Figure 1. Routing congestion (run 1).
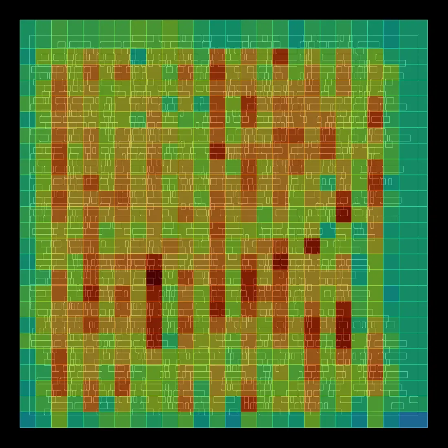
Figure 2. Drive-strength map (run 1).
Drawn at 2 px/um.
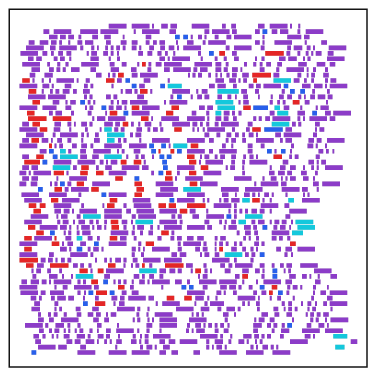
Figure 3. Logic cells by family (run 1).
Drawn at 2 px/um.
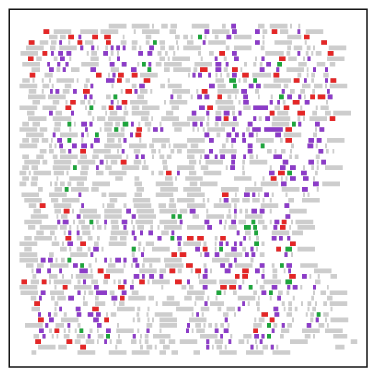
Figure 4. Placement by cell class (run 1).
Drawn at 2 px/um. Fill, decap, tap and diode cells in gray.
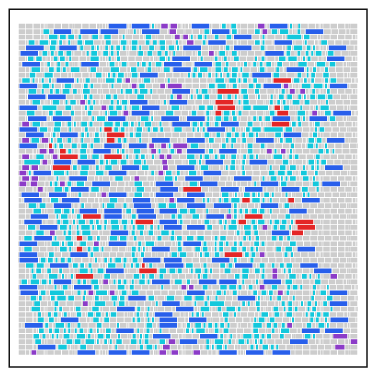
Design dco_array_flat, sky130hd; sources not shown.
==> impl_metrics.ini, run 1 <==
; yosys + openroad results
[outcome]
outcome = completed

[floorplan]
dieWidth_um = 178
io_pins = 25
chipArea_um2 = 31700
fp-utilization = 0.411
die_y_um = 178

[timing]
fin_tns_setup_ps = 0
min_period_ps = 3310
fin_hold_ws_ps = 298
max_slew_margin = 0.450
setup_viol = 0
clock.fmax_ghz = 0.302
hold_viol_final = 0
slew_violations = 0
tightest_slew_ps = 825
grt_setup_unrepaired = no
finalClockPeriodUsage = 0.928

[setup_path]
endpoint_kind = output port
cp_max_fo = 2
required_ps = 2660
cp.depth = 4
crit_path_frequent_cell = clkdlybuf4s50_1
r2r_cells = 9
critPathBufInv = 3
regToRegSetupSlack_ps = 270
path_class = in -> out
cpMaxStageDelayCell = clkdlybuf4s50_1
path_delay_family = buffers and inverters
setup.worst_path.start_class = primary input
max_stage_delay_ps = 600
arrival_ps = 2400
path_cells = clkdlybuf4s50_1 -> mux4_2 -> inv_1 -> clkdlybuf4s50_1

[global_routing]
antenna_found_initial = 0
grt_pass1_wl_um = 60100
grt_pass1_vias = 10600
overflow = 0
grt_max_degree = 75

[clock_tree]
numCtsBuffers = 17
clk_latency_ps = 450
clockRootBuffer = clkbuf_16
path_clk_slew_ps = 80
cts_sinks = 176
cts_tree = done
clk_path_buf_depth = 2
htree_num_levels = 4

[synth]
ys.flop_type = dfrtp_1
edf_count = 0
yosysCellCount = 1258
yosysSeqAreaShare = 0.382
async_flop_share = 1.00
syn_area_um2 = 11600
yosysUniqueCellTypes = 82
synth-seq-cells = 176
syn_inst = 1258
ys_chip_area_um2 = 11600
fp_nets = 1318
yosysWarnings = 0
syn_avg_cell_area_um2 = 9.20

[place]
dp.cells = 1638
dp_slack_ps = 242
gp_congestion = 0.813
dpl_cell_area_um2 = 12400
io_buffer_count = 24
dp_hpwl_um = 25200

[power]
power.total_mw = 9.27
peakVddDrop_uv = 328
power_density_nw_per_um2 = 711
p_leak_nw = 5.27

[detailed_routing]
viasPerCell = 6.04
wire_per_inst_um = 21.8
dr.pass1.iters = 5
antenna_left = 0
wl_um = 36400
drt_iter0_markers = 623
num_vias = 10100
remaining_drc_errors = 0

[final_layout]
num-nets-final = 1340
largest_reg_flops = 64
ff_latch_area_um2 = 4410
area_growth_pct = 12.7
n_antenna_cell = 0
drive_gt1_frac = 0.142
logic_area_um2 = 6670
n_fill_cell = 3197

[run]
cap_violations = 0
warnings = 30

[min_path]
min_path_type = reg -> reg
holdPathStages = 2
About Figure 1:
Final Core Density: 0.463
met3 Use GR: 0.0309
grt peak-use layer: met2
GRT Total Usage: 0.239

About Figure 2:
Key: _2 cells = red [cells 96, most used mux2_2]; _3 and _4 cells = blue [cells 54, most used buf_4]; _0 and _1 cells = purple [cells 1110, most used dfrtp_1]; _6 and larger = cyan [cells 33, most used clkbuf_16]
Setup WS post-layout: 258 ps
Final Cell Area: 13000 um^2

About Figure 3:
Key: inverting AOI/OAI gates = purple [cells 312, most used a21oi_1, where all over the die]; AND and OR gates = green [cells 45, most used or3_1]; AND-OR and OR-AND gates = red [cells 97, most used a22o_1, where all over the die]
logic share of the area: 0.512
post-route insts no fill: 1671
most numerous logic cell after layout: dfrtp_1

About Figure 4:
Key: combinational and other logic = cyan [cells 1006]; clock drivers and dummy loads = red [cells 32]; flops = blue [cells 176]; other buffers and delay cells = purple [cells 79]
flop share of the area: 0.338
core area: 28200 um^2
Cell Rows: 61

run 1: logic make-up (layout without fill, tap and decap cells):
logic type                 count (synthesis)  count (layout)  share of synthesized area
and+or+nand+nor                          377             377                      0.160
muxes                                     84              84                     0.0798
xor gates and xnor gates                  41              41                     0.0310
buffers and inverters                    127             162                     0.0449
DFF                                      176             176                      0.382
AOI/OAI and AO/OA                        409             409                      0.253
adders and majority gates                 44              44                     0.0502
run 1: layout make-up:
cell class,instances,area share
multi-input cells,955,0.512
flip-flops and latches,176,0.338
repair buffers,79,0.0534
well taps,378,0.0363
clock buffers,17,0.0326
inverters,51,0.0147
clock inverters,15,0.0130
run 1: layout by cell type, fill, tap and decap left out, drive strengths merged, types with 23 or more instances in the layout:
cell type / n
ha: 40
a21oi: 78
nor2: 89
o21ai: 57
nand2b: 25
clkdlybuf4s50: 23
a22o: 23
a31oi: 23
buf: 54
nand2: 105
nand3: 32
dfrtp: 168
inv: 59
nor3: 37
mux2: 56
o211ai: 54
xnor2: 27
mux2i: 27
run 1: Yosys cell counts (7+ instances only):
cell type | n | area (um^2)
a211oi_1 | 17 | 128
a21o_1 | 11 | 82.6
a21oi_1 | 77 | 385
a22o_1 | 23 | 201
a2bb2oi_1 | 11 | 96.3
a311o_1 | 8 | 80.1
a31o_2 | 9 | 78.8
a31oi_1 | 23 | 144
and3_1 | 11 | 68.8
buf_2 | 7 | 35.0
buf_4 | 9 | 67.6
clkbuf_1 | 58 | 218
dfrtp_1 | 168 | 4200
dfstp_2 | 8 | 210
ha_1 | 40 | 500
inv_1 | 48 | 180
mux2_2 | 56 | 631
mux2i_1 | 27 | 270
nand2_1 | 105 | 394
nand2b_1 | 25 | 156
nand3_1 | 32 | 160
nand4_1 | 8 | 50.1
nor2_1 | 89 | 334
nor2b_1 | 10 | 62.6
nor3_1 | 36 | 180
nor4_1 | 13 | 81.3
o211ai_1 | 54 | 405
o21a_1 | 9 | 67.6
o21ai_0 | 56 | 280
o21bai_1 | 8 | 60.1
o221ai_1 | 8 | 70.1
o22a_1 | 11 | 96.3
o311ai_0 | 8 | 70.1
o31ai_1 | 17 | 128
or3_1 | 14 | 87.6
xnor2_1 | 27 | 236
xor2_1 | 14 | 123
run 1: routing by layer:
| metal | part of all wire | GRT usage |
|---|---|---|
| met2 | 0.48 | 0.393 |
| met1 | 0.48 | 0.332 |
| met3 | 0.028 | 0.0309 |
| met4 | 0.015 | 0.0641 |
| met5 | 0 | 0 |
run 1: report_power, final:
group          switching [mW]  internal [mW]
combinational            2.24           1.75
clock                   0.976           1.00
sequential              0.738           2.56
total                    3.95           5.32
run 1: worst reg2reg max path, cell delays in order (launching register included):
cell	delay, ps
dfstp_2	570
ha_1	200
inv_1	70
fa_1	370
nand2b_1	220
a211oi_1	430
nor4b_2	140
nor3_2	150
a22o_1	430
mux2_2	390
run 1: what timing repair did:
item	CTS	global route
setup buffers	0	0
endpoints found under the hold margin	0	1
setup endpoints to repair	0	1
resized	0	1
hold buffers	0	1
==> inputs of run 2 (changes only) <==
--- a/config.mk
+++ b/config.mk
@@ -12,6 +12,7 @@
 export CORE_UTILIZATION = 40
 export CTS_CLUSTER_DIAMETER = 200
 export DETAILED_ROUTE_END_ITERATION = 10
+export GPL_ROUTABILITY_DRIVEN = 0
 export HOLD_SLACK_MARGIN = 0.1
 export PLACE_DENSITY = 0.65
 export SETUP_SLACK_MARGIN = 0.05
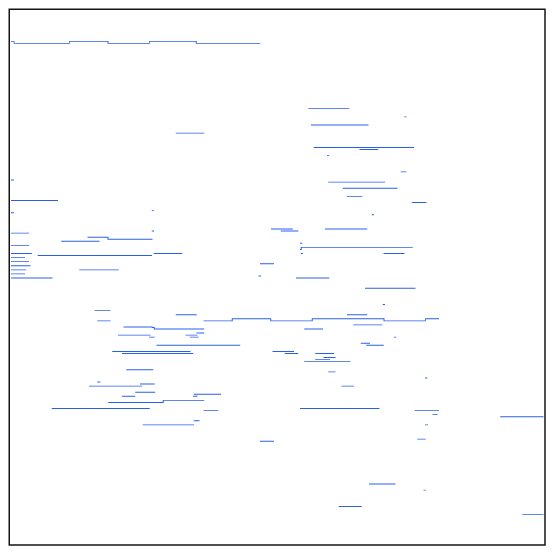
Figure 5: run 2, the metal 3 layer.
Drawn at 3 px/um.
61 nets have wire on it. The layer carries 1010 um of wire. The wires run mostly horizontal. The layer holds 2.8% of the routed length. The longest straight run is 37.7 um.
final WL: 36400 um
DR vias: 10100

==> run 2 against run 1 <==
Critical path depth unchanged. Synthesized cell count unchanged. Count of clock-buffer cells in the layout unchanged. Global-route usage unchanged. Sequential share of layout area unchanged. Non-clock buffer count unchanged. Design area unchanged. Power unchanged. Critical endpoint unchanged.
==> impl_metrics.ini, run 2 <==
; yosys + openroad results
[synth]
yosysCellCount = 1258
ys_chip_area_um2 = 11600
yosysUniqueCellTypes = 82
syn_area_um2 = 11600
ys_top_cells_by_count = dfrtp_1, nand2_1, nor2_1, a21oi_1, clkbuf_1
ys.flop_type = dfrtp_1
top_area_frac = 0.363
syn_inst = 1258
synth-seq-cells = 176
async_flop_share = 1.00
edf_count = 0
yosysWarnings = 0
syn_avg_cell_area_um2 = 9.20
yosysSeqAreaShare = 0.382
yosysTopAreaCell = dfrtp_1
fp_nets = 1318
most_common_cell = dfrtp_1
top_cells_by_area = dfrtp_1, mux2_2, ha_1

[power]
p_leak_nw = 5.27
peakVddDrop_uv = 328
power_density_nw_per_um2 = 711

[setup_path]
max_stage_delay_ps = 600
arrival_ps = 2400
cp_max_fo = 2
r2r_cells = 9
crit_path_frequent_cell = clkdlybuf4s50_1
path_cells = clkdlybuf4s50_1 -> mux4_2 -> inv_1 -> clkdlybuf4s50_1
required_ps = 2660
setup.worst_path.start_class = primary input
endpoint_kind = output port
path_class = in -> out
regToRegSetupSlack_ps = 270
cpMaxStageDelayCell = clkdlybuf4s50_1

[floorplan]
dieWidth_um = 178
chipArea_um2 = 31700
io_pins = 25
fp-utilization = 0.411
core_um2 = 28200
num_rows = 61
die_y_um = 178

[clock_tree]
clk_path_buf_depth = 2
htree_num_levels = 4
clockRootBuffer = clkbuf_16
clk_latency_ps = 450
numCtsBuffers = 17
cts_sinks = 176
path_clk_slew_ps = 80
cts_tree = done
post_cts_buffers = 0

[run]
cap_violations = 0
warnings = 30

[final_layout]
area_growth_pct = 12.7
n_antenna_cell = 0
n_fill_cell = 3197
fin_util = 0.463
final_cell_mix = dfrtp_1, nand2_1, nor2_1
largest_reg_flops = 64
num-nets-final = 1340
drive_gt1_frac = 0.142
final_common_cell = dfrtp_1
design_area_um2 = 13000

[global_routing]
grtUsageMet3 = 0.0309
grt_pass1_wl_um = 60100
overflow = 0
grt_usage = 0.239
met1_usage = 0.332
grt_max_degree = 75
use_met2 = 0.393
grt.busiest_layer = met2
antenna_found_initial = 0
grt_pass1_vias = 10600

[timing]
slew_violations = 0
fin_ws_ps = 258
min_period_ps = 3310
max_slew_margin = 0.450
clock.fmax_ghz = 0.302
grt_setup_unrepaired = no
setup_viol = 0
tightest_slew_ps = 825
fin_hold_ws_ps = 298
fin_tns_setup_ps = 0
finalClockPeriodUsage = 0.928
hold_viol_final = 0

[detailed_routing]
viasPerCell = 6.04
remaining_drc_errors = 0
antenna_left = 0
wire_per_inst_um = 21.8
dr.pass1.iters = 5
drt_iter0_markers = 623

[outcome]
outcome = completed

[place]
io_buffer_count = 24
dp_slack_ps = 242
dpl_cell_area_um2 = 12400
dp_hpwl_um = 25200

[min_path]
holdPathStages = 2
min_path_type = reg -> reg
run 2: per-stage QoR:
stage	total power, mW	instances
after global placement	7.15	1638
final	9.27	1671
after floorplan	6.06	1258
after global routing	10.0	1671
after detailed placement	7.29	1638
after CTS	9.32	1670
run 2: critical path: cells and delay by family:
kind	cells	cell delay, ps
buffers and inverters	3	1170
muxes	1	510
run 2: report_power, final:
group	switching, mW	total, mW	internal [mW]
registers	0.738	3.30	2.56
clock network	0.976	1.98	1.00
logic	2.24	3.99	1.75
run 2: area by class of cell:
| type | instances | area, um^2 | share of cell area |
|---|---|---|---|
| flip-flops and latches | 176 | 4410 | 0.338 |
| clock buffers | 17 | 425 | 0.0326 |
| well taps | 378 | 473 | 0.0363 |
| multi-input cells | 955 | 6670 | 0.512 |
| inverters | 51 | 191 | 0.0147 |
| repair buffers | 79 | 697 | 0.0534 |
| clock inverters | 15 | 170 | 0.0130 |
run 2: kinds of logic after synthesis:
logic type,after synthesis,share of synthesized area
adder cells (fa/ha/maj),44,0.0502
AND/OR/NAND/NOR,377,0.160
buffers and inverters,127,0.0449
AND-OR/OR-AND,409,0.253
XOR/XNOR,41,0.0310
flip-flops,176,0.382
multiplexers,84,0.0798
run 2: what timing repair did:
action,CTS,global route
hold buffers,0,1
endpoints found under the setup margin,0,1
endpoints found under the hold margin,0,1
resized,0,1
run 2: layer usage:
metal	vias to the layer above	wire (um)
li1	4753	-
met1	5149	17500
met2	153	17400
met3	43	1010
met4	0	549
met5	-	0
Power is estimated from default activity; no workload was simulated.
